--- src/rtl/muldiv_sequencer_if.sv ---
// Request/response handshake and borrowed-ALU signals of the multiply/divide sequencer.
// The slave modport is the sequencer side; master is the core/execute side.
interface muldiv_sequencer_if #(
    parameter int XLEN = 32
);
    logic            req_valid;
    logic            req_ready;
    logic [1:0]      req_op;
    logic [XLEN-1:0] req_a;
    logic [XLEN-1:0] req_b;
    logic            alu_own;
    logic [3:0]      alu_op;
    logic [XLEN-1:0] alu_src_a;
    logic [XLEN-1:0] alu_src_b;
    logic [XLEN-1:0] alu_result;
    logic            alu_carry;
    logic            rsp_valid;
    logic            rsp_ready;
    logic [XLEN-1:0] rsp_data;
    logic            rsp_dbz;

    modport slave (
        input  req_valid, req_op, req_a, req_b, rsp_ready, alu_result, alu_carry,
        output req_ready, alu_own, alu_op, alu_src_a, alu_src_b, rsp_valid, rsp_data, rsp_dbz
    );

    modport master (
        output req_valid, req_op, req_a, req_b, rsp_ready, alu_result, alu_carry,
        input  req_ready, alu_own, alu_op, alu_src_a, alu_src_b, rsp_valid, rsp_data, rsp_dbz
    );
endinterface

--- src/rtl/muldiv_sequencer.sv ---
// Unsigned MUL/MULHU/DIVU/REMU sequencer that borrows the shared ALU for one
// shift-add or restoring-divide iteration per cycle.
module muldiv_sequencer #(
    parameter int XLEN  = 32,
    parameter int CNT_W = 5
) (
    input logic                  clk,
    input logic                  rst_n,
    input logic                  flush,
    muldiv_sequencer_if.slave    io
);
    localparam logic [3:0] ALU_ADD = 4'd0;
    localparam logic [3:0] ALU_SUB = 4'd1;

    typedef enum logic [1:0] {
        IDLE = 2'd0,
        RUN  = 2'd1,
        DONE = 2'd2
    } state_e;

    state_e            state_q, state_d;
    logic [CNT_W-1:0]  cnt_q, cnt_d;
    logic [XLEN-1:0]   hi_q, hi_d;
    logic [XLEN-1:0]   lo_q, lo_d;
    logic [XLEN-1:0]   b_q, b_d;
    logic [1:0]        op_q, op_d;
    logic              rsp_valid_q, rsp_valid_d;
    logic [XLEN-1:0]   rsp_data_q, rsp_data_d;
    logic              rsp_dbz_q, rsp_dbz_d;
    logic              alu_own_q, alu_own_d;
    logic [3:0]        alu_op_q, alu_op_d;
    logic [XLEN-1:0]   alu_src_a_q, alu_src_a_d;
    logic [XLEN-1:0]   alu_src_b_q, alu_src_b_d;
    logic [XLEN-1:0]   div_src_a_s;
    logic              ge_s;
    logic              run_next_s;

    assign io.req_ready = (state_q == IDLE);
    assign io.rsp_valid = rsp_valid_q;
    assign io.rsp_data  = rsp_data_q;
    assign io.rsp_dbz   = rsp_dbz_q;
    assign io.alu_own   = alu_own_q;
    assign io.alu_op    = alu_op_q;
    assign io.alu_src_a = alu_src_a_q;
    assign io.alu_src_b = alu_src_b_q;

    // Next-state, datapath iteration and precomputed ALU drive for the coming cycle.
    always_comb begin
        state_d     = state_q;
        cnt_d       = cnt_q;
        hi_d        = hi_q;
        lo_d        = lo_q;
        b_d         = b_q;
        op_d        = op_q;
        rsp_valid_d = rsp_valid_q;
        rsp_data_d  = rsp_data_q;
        rsp_dbz_d   = rsp_dbz_q;
        div_src_a_s = {hi_q[XLEN-2:0], lo_q[XLEN-1]};
        // R[MSB] set means the shifted partial remainder already exceeds any divisor.
        ge_s        = hi_q[XLEN-1] | io.alu_carry;

        if (flush) begin
            state_d     = IDLE;
            cnt_d       = {CNT_W{1'b0}};
            rsp_valid_d = 1'b0;
        end else begin
            case (state_q)
                IDLE: begin
                    if (io.req_valid) begin
                        op_d  = io.req_op;
                        hi_d  = {XLEN{1'b0}};
                        lo_d  = io.req_a;
                        b_d   = io.req_b;
                        cnt_d = {CNT_W{1'b0}};
                        if (io.req_op[1] && (io.req_b == {XLEN{1'b0}})) begin
                            state_d     = DONE;
                            rsp_valid_d = 1'b1;
                            rsp_dbz_d   = 1'b1;
                            rsp_data_d  = io.req_op[0] ? io.req_a : {XLEN{1'b1}};
                        end else begin
                            state_d = RUN;
                        end
                    end else begin
                        state_d = IDLE;
                    end
                end
                RUN: begin
                    cnt_d = cnt_q + CNT_W'(1);
                    if (op_q[1]) begin
                        hi_d = ge_s ? io.alu_result : div_src_a_s;
                        lo_d = {lo_q[XLEN-2:0], ge_s};
                    end else begin
                        {hi_d, lo_d} = {io.alu_carry, io.alu_result, lo_q[XLEN-1:1]};
                    end
                    if (cnt_q == CNT_W'(XLEN-1)) begin
                        state_d     = DONE;
                        rsp_valid_d = 1'b1;
                        rsp_dbz_d   = 1'b0;
                        // MUL/DIVU take the low (product/quotient) half, MULHU/REMU the high.
                        rsp_data_d  = op_q[0] ? hi_d : lo_d;
                    end else begin
                        state_d = RUN;
                    end
                end
                DONE: begin
                    if (io.rsp_ready) begin
                        state_d     = IDLE;
                        rsp_valid_d = 1'b0;
                    end else begin
                        state_d = DONE;
                    end
                end
                default: begin
                    state_d     = IDLE;
                    rsp_valid_d = 1'b0;
                end
            endcase
        end

        run_next_s = (state_d == RUN);
        alu_own_d  = run_next_s;
        if (run_next_s) begin
            alu_op_d    = op_d[1] ? ALU_SUB : ALU_ADD;
            alu_src_a_d = op_d[1] ? {hi_d[XLEN-2:0], lo_d[XLEN-1]} : hi_d;
            alu_src_b_d = (op_d[1] || lo_d[0]) ? b_d : {XLEN{1'b0}};
        end else begin
            alu_op_d    = ALU_ADD;
            alu_src_a_d = {XLEN{1'b0}};
            alu_src_b_d = {XLEN{1'b0}};
        end
    end

    // State, operand and output registers.
    always_ff @(posedge clk or negedge rst_n) begin
        if (!rst_n) begin
            state_q     <= IDLE;
            cnt_q       <= {CNT_W{1'b0}};
            hi_q        <= {XLEN{1'b0}};
            lo_q        <= {XLEN{1'b0}};
            b_q         <= {XLEN{1'b0}};
            op_q        <= 2'b00;
            rsp_valid_q <= 1'b0;
            rsp_data_q  <= {XLEN{1'b0}};
            rsp_dbz_q   <= 1'b0;
            alu_own_q   <= 1'b0;
            alu_op_q    <= ALU_ADD;
            alu_src_a_q <= {XLEN{1'b0}};
            alu_src_b_q <= {XLEN{1'b0}};
        end else begin
            state_q     <= state_d;
            cnt_q       <= cnt_d;
            hi_q        <= hi_d;
            lo_q        <= lo_d;
            b_q         <= b_d;
            op_q        <= op_d;
            rsp_valid_q <= rsp_valid_d;
            rsp_data_q  <= rsp_data_d;
            rsp_dbz_q   <= rsp_dbz_d;
            alu_own_q   <= alu_own_d;
            alu_op_q    <= alu_op_d;
            alu_src_a_q <= alu_src_a_d;
            alu_src_b_q <= alu_src_b_d;
        end
    end
endmodule
--- src/flat_wrapper.sv ---
// flat-port wrapper written by rule: the top's interface ports become plain ports
module muldiv_sequencer_flat 
#(
    parameter int XLEN  = 32,
    parameter int CNT_W = 5
)
  (clk, rst_n, flush, io_req_valid, io_req_op, io_req_a, io_req_b, io_rsp_ready, io_alu_result, io_alu_carry, io_req_ready, io_alu_own, io_alu_op, io_alu_src_a, io_alu_src_b, io_rsp_valid, io_rsp_data, io_rsp_dbz);
  muldiv_sequencer_if #(.XLEN(XLEN)) io_i ();
  input logic clk;
  input logic rst_n;
  input logic flush;
  input wire logic [$bits(io_i.req_valid)-1:0] io_req_valid;
  input wire logic [$bits(io_i.req_op)-1:0] io_req_op;
  input wire logic [$bits(io_i.req_a)-1:0] io_req_a;
  input wire logic [$bits(io_i.req_b)-1:0] io_req_b;
  input wire logic [$bits(io_i.rsp_ready)-1:0] io_rsp_ready;
  input wire logic [$bits(io_i.alu_result)-1:0] io_alu_result;
  input wire logic [$bits(io_i.alu_carry)-1:0] io_alu_carry;
  output wire logic [$bits(io_i.req_ready)-1:0] io_req_ready;
  output wire logic [$bits(io_i.alu_own)-1:0] io_alu_own;
  output wire logic [$bits(io_i.alu_op)-1:0] io_alu_op;
  output wire logic [$bits(io_i.alu_src_a)-1:0] io_alu_src_a;
  output wire logic [$bits(io_i.alu_src_b)-1:0] io_alu_src_b;
  output wire logic [$bits(io_i.rsp_valid)-1:0] io_rsp_valid;
  output wire logic [$bits(io_i.rsp_data)-1:0] io_rsp_data;
  output wire logic [$bits(io_i.rsp_dbz)-1:0] io_rsp_dbz;
  assign io_i.req_valid = io_req_valid;
  assign io_i.req_op = io_req_op;
  assign io_i.req_a = io_req_a;
  assign io_i.req_b = io_req_b;
  assign io_i.rsp_ready = io_rsp_ready;
  assign io_i.alu_result = io_alu_result;
  assign io_i.alu_carry = io_alu_carry;
  assign io_req_ready = io_i.req_ready;
  assign io_alu_own = io_i.alu_own;
  assign io_alu_op = io_i.alu_op;
  assign io_alu_src_a = io_i.alu_src_a;
  assign io_alu_src_b = io_i.alu_src_b;
  assign io_rsp_valid = io_i.rsp_valid;
  assign io_rsp_data = io_i.rsp_data;
  assign io_rsp_dbz = io_i.rsp_dbz;
  muldiv_sequencer #(.XLEN(XLEN), .CNT_W(CNT_W)) u_core (.clk(clk), .rst_n(rst_n), .flush(flush), .io(io_i));
endmodule
--- config.mk ---
export PLATFORM = sky130hd
export DESIGN_NAME = muldiv_sequencer_flat
export DESIGN_NICKNAME = d
export VERILOG_FILES = /design/src/rtl/muldiv_sequencer_if.sv /design/src/rtl/muldiv_sequencer.sv /design/src/flat_wrapper.sv
export SDC_FILE = /design/constraint.sdc
export NUM_CORES = 1
export LEC_CHECK = 0
export CAP_MARGIN = 10
export CORE_MARGIN = 1
export CORE_UTILIZATION = 56
export DETAILED_ROUTE_END_ITERATION = 8
export PLACE_DENSITY = 0.88
export SYNTH_ARGS = -nofsm -noshare
export SYNTH_HDL_FRONTEND = slang
export SYNTH_SLANG_ARGS = --single-unit
--- constraint.sdc ---
create_clock -name clk -period 2.88 [get_ports clk]
set_input_delay 0.432 -clock clk [delete_from_list [all_inputs] [get_ports clk]]
set_output_delay 0.432 -clock clk [all_outputs]
set_load 0.05 [all_outputs]
==> results.yml, run 1 <==
# flow metrics
critical_path:
  cpMaxStageDelayCell: "clkdlybuf4s50_1"
  reg2reg_to: "u_core.io.rsp_data[2]"
  cp_slowest_stage_delay_ns: 0.82
  crit_path_end: "io_req_ready"
  path_depth: 3
  crit_required_ns: 2.45
  cp.arrival_ns: 2.23
  critPathLaunchType: "register"
  cp_top_family: "buffers and inverters"
  path_buffers: 2
  r2r-start: "u_core.cnt_q[0]"
  reg2reg_depth: 8
  r2r_setup_slack_ns: 0.63
  crit_path_start: "u_core.state_q[0]"
  path_cells: "or2_2 -> inv_1 -> clkdlybuf4s50_1"
  critPathKind: "reg -> out"
  end_kind: "output port"
logic_synthesis:
  syn_avg_cell_area_sq_um: 10.4
  post_synth_xor_area_fraction_pct: 0
  enable_flop_cells: 0
  ys_ff: 205
  ys_cells: 1009
  yosysWarningCount: 0
  yosysUniqueCellTypes: 63
  synth_area_sq_mm: 0.0105
  synthSimpleGateAreaFrac_pct: 10.7
  adder_share_pct: 0.239
  flop_cell: "dfrtp_1"
  top_logic_kind: "AND-OR/OR-AND gates"
  postSynthSeqShare_pct: 49.1
  synth-async-reset-ratio_pct: 100
  compound_area_share_pct: 17.3
floorplan:
  die_area_sq_mm: 0.0192
  die_w_microns: 139
  die_h_microns: 139
  ios: 208
power_and_ir_drop:
  power_density_mw_per_mm2: 756
  power_leader: "registers"
  internal_power_mw: 6.46
  sequentialPowerShare_pct: 36.7
  p_clk_mw: 2.85
  p_switching_mw: 3.70
  powerSeq_mw: 3.73
  pg_comb_mw: 3.58
  p_comb_share_pct: 35.3
placement:
  gp_congestion: 0.901
  dp.final_hpwl_microns: 19900
  dpl_worst_slack_ns: 0.253
  numPortBuffers: 204
final_layout:
  nNonClkInverters: 68
  clkbuf_count: 34
  seq_cell_count: 205
  comb_area_share_pct: 34.9
  clkCellAreaFrac_pct: 5.52
  final_util_pct: 74.0
  area_growth_pct: 28.4
  regArea_sq_mm: 0.00513
  fill_cells: 1167
  logic_gates: 650
  n_antenna_cell: 0
  n_all_buffers: 235
  drive_above_1_share_pct: 12.6
  lay_top_cells: "dfrtp_1, clkdlybuf4s50_1, nor2_1"
  lay_top_count: "dfrtp_1"
  nNetsFinal: 1288
  seq_share_pct: 38.3
  area_dominant_class: "registers"
  nonClkBufAreaFrac_pct: 17.3
status:
  violations: "design-rule violations"
  status: "finished, violations left"
final_timing:
  tns_ns: 0
  hold_ws_ns: 0.495
  layout_setup_ws_ns: 0.223
  period_used_pct: 92.3
  relSlewSlack_pct: 55.0
  clock.fmax_mhz: 376
  slew_violations: 0
  skew_ns: 0.00762
  setup_viol: 0
  tightest_slew_ns: 0.675
  hold_viol: 0
  fin_crit_ns: 2.66
  rsz0062_at_grt: "false"
cts:
  cts_buffer_depth: 3
  clkSinkCount: 205
  clkTransAtPathRegs_ns: 0.06
  cts_tree: "yes"
  cts_made_buffers: 22
  insertion_delay_ns: 0.51
  clockRootBuffer: "clkbuf_16"
drt:
  drc: 12
  met2_length_microns: 12900
  highest_layer: "met4"
  drtIter0Drc: 868
  wire_per_inst_microns: 19.8
  viasPerCell: 6.08
  drt_pass1_iterations: 8
grt:
  use_met3_pct: 5.63
  grt-busiest-layer: "met2"
  antenna_found_initial: 0
  grt_max_degree: 85
  met1_usage_pct: 42.2
  grt_pass1_vias: 8308
  track_usage_pct: 29.4
  grt_pass1_wl_microns: 44900
  grt_overflow_total: 0
worst_hold_path:
  hold_path_class: "reg -> reg"
run:
  warnings: 26
  cap_violations: 0
==> run 1: how the worst min path moves through the flow <==
stage	startpoint	to	slack [ns]	cells past startpoint
finish	u_core.b_q[30]	u_core.b_q[30]	0.50	1
global route	u_core.b_q[16]	u_core.b_q[16]	0.50	1
CTS	u_core.b_q[28]	u_core.b_q[28]	0.50	1
detailed placement	u_core.b_q[30]	u_core.b_q[30]	0.48	1
global placement	u_core.b_q[15]	u_core.b_q[15]	0.48	1
floorplan	rst_n	u_core.b_q[0]	0.14	0
==> run 1: Yosys cell counts, types with 2 or more instances <==
cell type,number,area share (%)
dfrtp_1,205,49
nor2_1,107,3.8
o21ai_0,99,4.7
inv_1,65,2.3
mux2i_1,64,6.1
o22ai_1,57,3.4
clkbuf_1,42,1.5
nand2_1,39,1.4
a21oi_1,34,1.6
mux2_2,34,3.7
nor2b_1,33,2.0
nor3_1,33,1.6
o311a_1,29,2.8
mux4_2,28,6.0
buf_2,27,1.3
o31ai_1,27,1.9
buf_1,8,0.29
buf_4,6,0.43
nor4_1,5,0.30
a22oi_1,4,0.29
a211oi_1,3,0.22
a21o_1,3,0.22
a31oi_1,3,0.18
buf_6,3,0.32
nand3_1,3,0.14
o21a_1,3,0.22
o2bb2ai_1,3,0.25
a21boi_0,2,0.14
clkbuf_8,2,0.26
ha_1,2,0.24
inv_2,2,0.072
o221ai_1,2,0.17
or2_2,2,0.12
==> run 1: repair_timing <==
item                                   in CTS  in global routing
hold buffers                                1                  0
endpoints found under the hold margin      22                  0
setup buffers                               0                  0
==> run 1: cells by family (layout without fill, tap and decap cells) <==
logic type                 Yosys count  after routing
DFF                                205            205
AOI/OAI and AO/OA                  281            281
buffers and inverters              156            343
muxes                              127            127
and+or+nand+nor                    237            237
adders and majority gates            2              2
other                                1              3
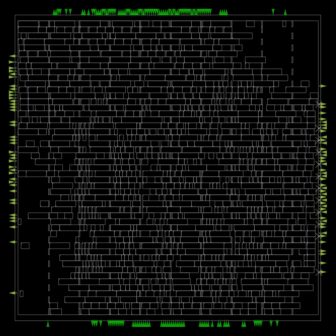
(run_1/placement.png)
tap cells: 229
area of the core: 0.0181 sq mm
Finished Layout Cells: 1427

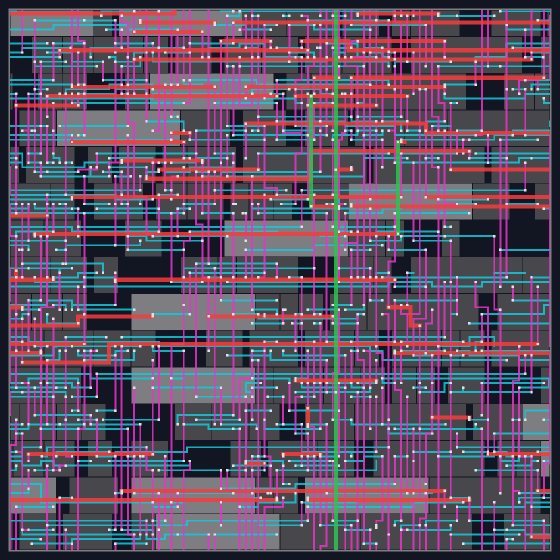
(run_1/detail.png)
Region (49, 49) to (89, 89) microns. Cells in grey, sequential cells in the stronger grey; small squares are vias.
red -> metal 3
green -> metal 4
magenta -> metal 2
cyan -> metal 1
cells with their middle in the window = 135
netlist names of flops here include = `u_core.hi_q` (8)
sequential cells in the window = 11
most frequent = o21ai_0 (26), o311a_1 (13)

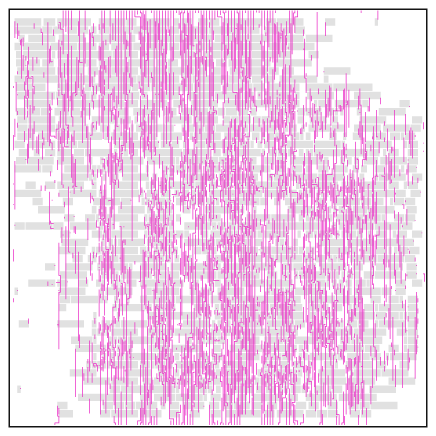
(run_1/layer_met2.png)
(3 px per micron)
longest straight run = 59.8 microns
wire length on this layer = 12900 microns
Post-Route WL: 28200 microns
met2 GRT Util: 45.4%
Vias: 8671

==> run 2, diff against run 1 <==
- CORE_ASPECT_RATIO: default -> 0.75
- CORE_MARGIN: 1 -> 4
- CORE_UTILIZATION: 56 -> 52
- PLACE_DENSITY: 0.88 -> 0.82
- clock period: 2.88 -> 2.9 ns (I/O delays scaled with it)
==> run 2 against run 1 <==
- the flow now finishes without violations
- register-to-register slack better by 0.06 ns
- largest cell class unchanged
- setup slack better by 0.061 ns
- total power up 0.96%
- flip-flop count unchanged
- sequential power down 1%
==> results.yml, run 2 <==
# flow metrics
final_timing:
  clock.fmax_mhz: 382
  fin_crit_ns: 2.62
  slew_violations: 0
  hold_viol: 0
  tightest_slew_ns: 0.572
  skew_ns: 0.0102
  setup_viol: 0
  relSlewSlack_pct: 61.9
  layout_setup_ws_ns: 0.284
  rsz0062_at_grt: "false"
  tns_ns: 0
  period_used_pct: 90.2
critical_path:
  r2r_setup_slack_ns: 0.69
  cp_slowest_stage_delay_ns: 0.84
  path_cells: "or2_2 -> inv_1 -> clkdlybuf4s50_1"
  cp_top_family: "buffers and inverters"
  critPathKind: "reg -> out"
  path_buffers: 2
  cpMaxStageDelayCell: "clkdlybuf4s50_1"
  end_kind: "output port"
  cp.arrival_ns: 2.18
  crit_required_ns: 2.47
grt:
  use_met3_pct: 4.06
  antenna_found_initial: 1
  grt_util_met2_pct: 37.5
  grt_max_degree: 91
  grt_pass1_vias: 8185
  grt_pass1_wl_microns: 46100
  grt-busiest-layer: "met1"
  grt_overflow_total: 0
  met1_usage_pct: 41.9
  track_usage_pct: 26.0
power_and_ir_drop:
  power_leader: "registers"
  switching_share_pct: 36.1
  p_clk_mw: 2.94
  powerSeq_mw: 3.69
  internal_power_mw: 6.55
  p_switching_mw: 3.71
  pg_comb_mw: 3.62
  power_density_mw_per_mm2: 759
  p_comb_share_pct: 35.3
logic_synthesis:
  syn_avg_cell_area_sq_um: 10.4
  top_cells_by_count: "dfrtp_1, nor2_1, o21ai_0"
  top_area_cell: "dfrtp_1"
  area_leaders: "dfrtp_1, mux2i_1, mux4_2, o21ai_0, nor2_1"
  ys_cells: 1009
  yosysUniqueCellTypes: 63
  syn_inst: 1009
  enable_flop_cells: 0
  ys_ff: 205
  top_area_share_pct: 49.1
  synth_top_cell_by_count: "dfrtp_1"
  yosysWarningCount: 0
  flop_cell: "dfrtp_1"
  synth_area_sq_mm: 0.0105
  synth-async-reset-ratio_pct: 100
final_layout:
  lay_top_count: "dfrtp_1"
  lay_top_cells: "dfrtp_1, clkdlybuf4s50_1, nor2_1"
  drive_above_1_share_pct: 12.6
  area_growth_pct: 29.2
  fill_cells: 1383
  nNetsFinal: 1286
  stdcell_count: 1448
cts:
  cts_buffer_depth: 3
  cts_setup_buffers: 0
  cts_made_buffers: 21
  cts_tree: "yes"
  clkTransAtPathRegs_ns: 0.06
  insertion_delay_ns: 0.50
  clkSinkCount: 205
  clockRootBuffer: "clkbuf_16"
  ctsHoldBuffers: 1
run:
  warnings: 26
  cap_violations: 0
worst_hold_path:
  hold_path_class: "reg -> reg"
drt:
  drt_pass1_iterations: 5
  wire_per_inst_microns: 20.6
  drtIter0Drc: 920
  via_count: 8588
  totalWireLength_microns: 29800
  drc: 0
  viasPerCell: 5.93
placement:
  place_inst: 1409
  dp.final_hpwl_microns: 21300
  numPortBuffers: 204
  dpl_worst_slack_ns: 0.317
  gp_congestion: 0.880
floorplan:
  die_h_microns: 131
  ios: 208
  die_area_sq_mm: 0.0225
  die_w_microns: 172
  core-area_sq_mm: 0.0195
status:
  status: "finished clean"
run 2: layout make-up:
cell class	instances	area (sq um)	area share [%]
Antenna cell	1	2.50	0.0185
Clock buffer	26	584	4.33
Clock inverter	11	176	1.31
Inverter	68	255	1.89
Multi-Input combinational cell	650	4680	34.7
Sequential cell	205	5130	38.0
Tap cell	253	317	2.34
Timing Repair Buffer	234	2360	17.4
run 2: worst paths after layout:
check | start | to | depth (start not counted)
worst max-delay path | u_core.state_q[0] | io_req_ready | 3
worst min-delay path | u_core.b_q[24] | u_core.b_q[24] | 1
worst max register to register | u_core.cnt_q[0] | u_core.io.rsp_data[8] | 8
worst min register to register | u_core.b_q[24] | u_core.b_q[24] | 1
max in group asynchronous | rst_n | u_core.lo_q[21] | 3
min in group asynchronous | rst_n | u_core.io.alu_src_a[11] | 2
run 2: cells by family after synthesis:
logic type      after synthesis  synth area share, %
other cells                   1               0.0359
compound gates              281                 17.3
mux                         127                 16.0
buf+inv                     156                 6.55
simple gates                237                 10.7
fa+ha+maj                     2                0.239
flops                       205                 49.1
run 2: per-stage QoR:
stage	instance area, sq um	hold WS (ns)	util, %
after floorplan	10500	0.139	-
after global placement	12700	0.468	65.2
after detailed placement	12700	0.468	65.2
after CTS	13500	0.495	69.1
after global routing	13500	0.506	69.1
final	13500	0.495	69.1
run 2: layer usage:
metal  part of all wire (%)  vias to the layer above
met2                     43                      453
met1                     45                     4136
met5                      0                        -
li1                       -                     3958
met4                    2.0                        0
met3                    9.8                       41
run 2: worst register-to-register path, cell delays in order (launching register included):
cell and delay, ns:
dfrtp_1 0.41, ha_1 0.22, and3_1 0.19, ha_1 0.22
inv_1 0.08, nand2_1 0.10, o211ai_4 0.11, buf_4 0.48
mux2i_1 0.30
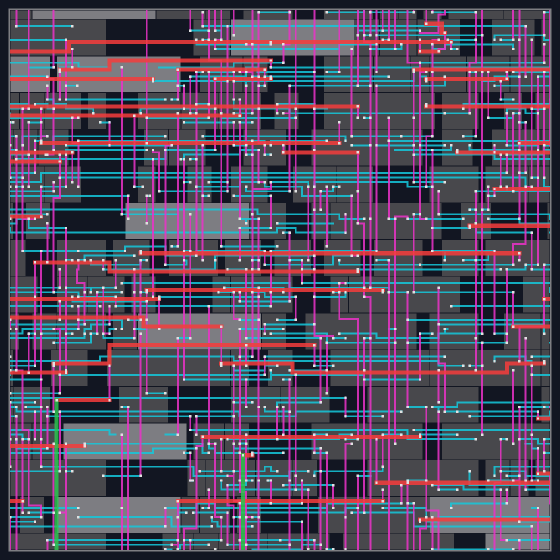
(run_2/detail.png)
Region (66, 45) to (106, 85) microns. Cells in grey, sequential cells in the stronger grey; small squares are vias.
red -> metal 3
green -> metal 4
magenta -> metal 2
cyan -> metal 1
netlist names of flops here include = `u_core.hi_q` (5), `u_core.lo_q` (2)
sequential cells in the window = 7
most frequent = o21ai_0 (20), mux4_2 (12), buf_4 (8)
cells with their middle in the window = 109

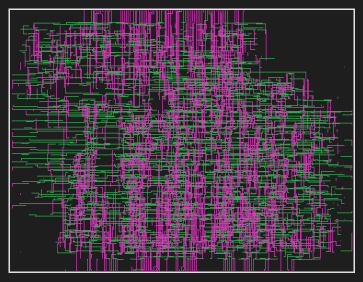
(run_2/wires.png)
(2 px per micron) Only two layers are drawn.
green -> metal 1  # wire length 13400 microns
magenta -> metal 2  # wire length 12900 microns

==> run 3, diff against run 2 <==
- ABC_CLOCK_PERIOD_IN_PS: default -> 2900
- CORE_MARGIN: 4 -> 2
- GPL_ROUTABILITY_DRIVEN: default -> 0
==> run 3 against run 2 <==
- the run now ends with negative hold slack left
- clock-buffer cell count unchanged
- design area fell by 0.40%
- wire length is 1.5% lower
- clock power shrank 3%
- critical path type unchanged
==> results.yml, run 3 <==
# flow metrics
floorplan:
  die_w_microns: 168
  die_h_microns: 127
  ios: 208
  die_area_sq_mm: 0.0213
logic_synthesis:
  top_area_share_pct: 49.1
  compound_area_share_pct: 17.3
  flop_cell: "dfrtp_1"
  area_leaders: "dfrtp_1, mux2i_1, mux4_2, o21ai_0, nor2_1"
  syn_inst: 1009
  ys_cells: 1009
  synthSimpleGateAreaFrac_pct: 10.7
  synth-async-reset-ratio_pct: 100
  enable_flop_cells: 0
  post_synth_xor_area_fraction_pct: 0
  synth_area_sq_mm: 0.0105
  yosysUniqueCellTypes: 63
  top_area_cell: "dfrtp_1"
  yosysWarningCount: 0
  top_logic_kind: "AND-OR/OR-AND gates"
critical_path:
  cp_slowest_stage_delay_ns: 0.58
  reg2reg_to: "u_core.io.alu_src_a[25]"
  reg2reg_depth: 6
  end_kind: "output port"
  path_cells: "or2_2 -> inv_1 -> dlymetal6s2s_1"
  critPathKind: "reg -> out"
  path_buffers: 2
  cpMaxStageDelayCell: "dfrtp_1"
  cp.arrival_ns: 2.06
  r2r_setup_slack_ns: 0.49
final_timing:
  clock.fmax_mhz: 401
  fin_crit_ns: 2.50
  setup_viol: 0
  tightest_slew_ns: 0.730
  tns_ns: 0
  relSlewSlack_pct: 51.3
  skew_ns: 0.0115
  hold_ws_ns: -0.0141
  rsz0062_at_grt: "false"
  hold_viol: 7
grt:
  grt_overflow_total: 0
  grt_max_degree: 91
  grt_pass1_vias: 8150
  track_usage_pct: 27.3
  grt_pass1_wl_microns: 45800
status:
  violations: "negative hold slack"
  status: "finished, violations left"
cts:
  insertion_delay_ns: 0.51
  clockRootBuffer: "clkbuf_16"
  cts_buffer_depth: 3
  cts_made_buffers: 21
  clkSinkCount: 205
  cts_tree: "yes"
final_layout:
  lay_top_count: "dfrtp_1"
  drive_above_1_share_pct: 12.6
  nNetsFinal: 1285
power_and_ir_drop:
  internal_power_mw: 6.43
  power_density_mw_per_mm2: 754
  p_comb_share_pct: 35.7
  powerSeq_mw: 3.67
  p_clk_mw: 2.84
  pg_comb_mw: 3.62
placement:
  dp.final_hpwl_microns: 21000
  numPortBuffers: 204
run:
  warnings: 26
drt:
  drt_pass1_iterations: 5
  drtIter0Drc: 865
-- run 3: cell type report --
class,instances,area [sq um]
fillers,1375,6090
multi-input cells,650,4680
clock inverters,12,150
clock buffers,26,574
repair buffers,233,2340
diodes,2,5.00
well taps,253,317
inverters,68,255
flip-flops and latches,205,5130
-- run 3: stage by stage --
| stage | setup slack [ns] | area (sq um) | hold slack, ns | instances | util, % |
|---|---|---|---|---|---|
| finish | 0.404 | 13500 | -0.0141 | 1449 | 68.8 |
| global route | 0.302 | 13500 | 0.0437 | 1449 | 68.8 |
| CTS | 0.0120 | 13400 | 0.0185 | 1447 | 68.8 |
| detailed placement | 0.262 | 12700 | 0.479 | 1409 | 65.1 |
| global placement | 0.257 | 12700 | 0.476 | 1409 | 65.1 |
| floorplan | 1.05 | 10500 | 0.139 | 1011 | - |
-- run 3: cell families (layout without fill, tap and decap cells) --
kind of cell	count (synthesis)	count (layout)
AOI/OAI and AO/OA	281	281
and+or+nand+nor	237	237
DFF	205	205
buffers and inverters	156	339
muxes	127	127
adders and majority gates	2	2
other	1	5
-- run 3: how the worst max path moves through the flow --
stage | start | end | slack (ns) | depth (start not counted)
after floorplan | io_req_b[7] | u_core.io.rsp_data[10] | 1.05 | 6
after global placement | flush | u_core.io.alu_src_a[24] | 0.26 | 7
after detailed placement | flush | u_core.io.alu_src_a[7] | 0.26 | 7
after CTS | u_core.state_q[0] | io_req_ready | 0.01 | 3
after global routing | u_core.state_q[0] | u_core.io.alu_src_a[20] | 0.30 | 6
final | u_core.state_q[0] | io_req_ready | 0.40 | 3
-- run 3: per-layer routing --
layer,global-route usage [%],up-vias,wire (microns)
li1,-,3970,-
met1,42.7,4220,13300
met2,38.5,473,12300
met3,5.68,54,2860
met4,7.42,0,810
met5,0,-,0
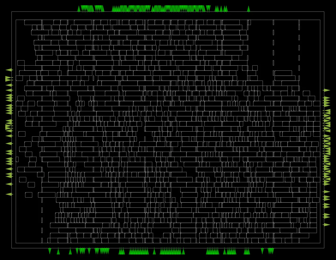
(run_3/placement.png)
area of the core: 0.0195 sq mm
sequential cell count: 205
flop share of the area: 38.2%

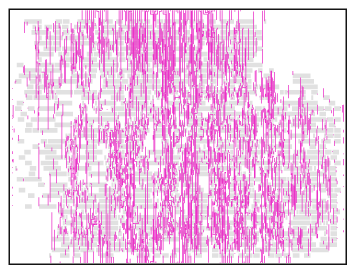
(run_3/layer_met2.png)
(2 px per micron)
wire length on this layer = 12300 microns
nets with wire on the layer = 1077
share of all routed wire = 42%
Vias: 8717
met2 GRT Util: 38.5%
Post-Route WL: 29300 microns

Power and IR drop assume default switching activity.
